Design sync_flit_injector, sky130hd; sources not shown.
==> images/m3.png <==
Scale: 2 px per um.
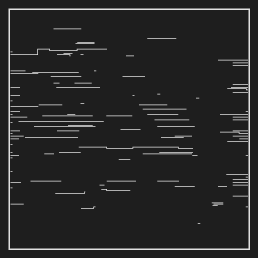
76 nets have wire on it. The longest straight run is 42.3 um. The layer carries 988 um of wire. The wires run mostly horizontal.
met3 usage: 0.0556
via count: 4404
Post-Route WL: 13.7 mm

==> images/congestion_map.png <==
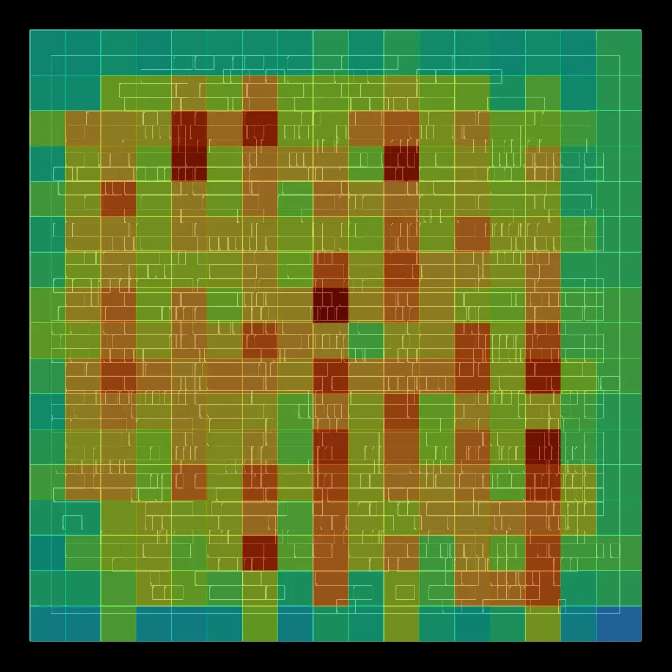
WL/cell: 17.0 um
met1 Track Usage GR: 0.258
post-layout util: 0.695
met2 Use GR: 0.322
Top Usage Layer GRT: met2

==> flow_summary.yaml <==
# physical design summary
run_status:
  status: "complete, but fails checks"
  failed_checks: "capacitance limit, slew limit"
yosys:
  postSynthCellCount: 556
  floorplan.nets: 602
  yosys.area.top_type: "edfxtp_1"
  top_cells_by_count: "nor2_1 (173), edfxtp_1 (132), o21ai_0 (66), dfrtp_1 (47), a31oi_1 (33)"
  ys_cells: 556
  ys.flops: 179
  synth.avg_cell_area_um2: 12.5
  yosysMostFrequentCell: "nor2_1"
  ys_seq_frac: 0.742
  synth-edff-count: 132
  netlist_area_um2: 6930
  topCellsByArea: "edfxtp_1 (57%), dfrtp_1 (17%), nor2_1 (9.4%)"
  async_reset_ff_frac: 0.263
  top_area_frac: 0.572
  yosysUniqueCellTypes: 28
  ff_type: "edfxtp_1"
floorplan:
  fp_util: 0.574
  die.size.x_um: 119
  core_area_um2: 12100
  io-pin-count: 78
  chipArea_um2: 14200
  row_count: 40
sta:
  fmax_mhz: 298
  timing.slew.headroom: -1.02
  hold_violations: 0
  fin_setup_tns_ns: 0
  postLayoutSetupSlackWorst_ns: 1.04
  fin_skew_ns: 0.00651
  grt_setup_unrepaired: "no"
  final-max-slew-violation-count: 117
  report.final.setup_viol: 0
worst_setup_path:
  r2r_slack_ns: 1.04
  crit_chain: "nor2_4 > clkbuf_1 > a31oi_1"
  worst_setup_path_start_kind: "flop"
  worstPathRequired_ns: 4.57
  reg2regPathDepth: 3
  end_kind: "flop"
  path_class: "flop to flop"
layout:
  layout_top_cell: "nor2_1"
  areaGrowthSynthToFinish_pct: 21.0
  fin_nets: 672
  largest_reg_flops: 132
  fin_area_um2: 8380
  drive_gt1_frac: 0.0689
global_route:
  antenna_found_initial: 0
  grt_use_total: 0.199
  overflow: 0
  grt_pass1_vias: 4459
  grt_max_degree: 69
  grt_pass1_wl_mm: 21.9
clocking:
  clkSlewWorstSetupHoldPaths_ns: 0.06
  cts.sinks: 179
  clock_latency_ns: 0.42
  clock_path_buffers: 2
  cts_tree: "done"
  cts_setup_buffers: 0
  htreeDepth: 4
  cts_buffers: 17
power_and_ir_drop:
  pwr_density_cell_nw_per_um2: 756
  total_power_mw: 6.33
  ir_drop_mv: 0.352
place:
  dpl_cell_area_um2: 7810
  place_inst: 775
  port_buffers: 76
  post-place-ws_ns: 1.54
  gp_routability_congestion: 0.840
flow_run:
  maxCapViolCount: 2
route:
  drt_pass1_iterations: 5
  drc: 0
  drt_iter0_drc: 296
[per-layer routing]
layer | global-route usage | routed length, um
met1 | 0.258 | 5740
met2 | 0.322 | 6830
met4 | 0.0739 | 181
met5 | 0 | 0
met3 | 0.0556 | 988
[cell type report]
cell class / instances / area (um^2)
Timing Repair Buffer: 80 / 778
Inverter: 22 / 82.6
Clock buffer: 20 / 467
Tap cell: 168 / 210
Fill cell: 856 / 3680
Sequential cell: 179 / 5140
Clock inverter: 12 / 129
Multi-Input combinational cell: 326 / 1570
[cell families after synthesis]
| kind of cell | count (synthesis) | share of synthesized area |
|---|---|---|
| and+or+nand+nor | 203 | 0.116 |
| AOI/OAI and AO/OA | 109 | 0.0855 |
| other | 1 | 0.000541 |
| buffers and inverters | 51 | 0.0332 |
| xor gates and xnor gates | 4 | 0.00506 |
| DFF | 179 | 0.742 |
| adders and majority gates | 9 | 0.0173 |
[critical path: cells and delay by family (launching register included)]
family / cells / cell delay, ns
AND-OR/OR-AND: 1 / 0.35
flip-flops: 1 / 0.46
buffers and inverters: 1 / 2.14
AND/OR/NAND/NOR: 1 / 0.13
[power by group]
group	switching (mW)	leakage, nW	internal, mW
registers	0.193	1.74	2.35
clock network	0.615	0.289	0.881
logic	1.47	1.02	0.820
Power is estimated from default activity; no workload was simulated.
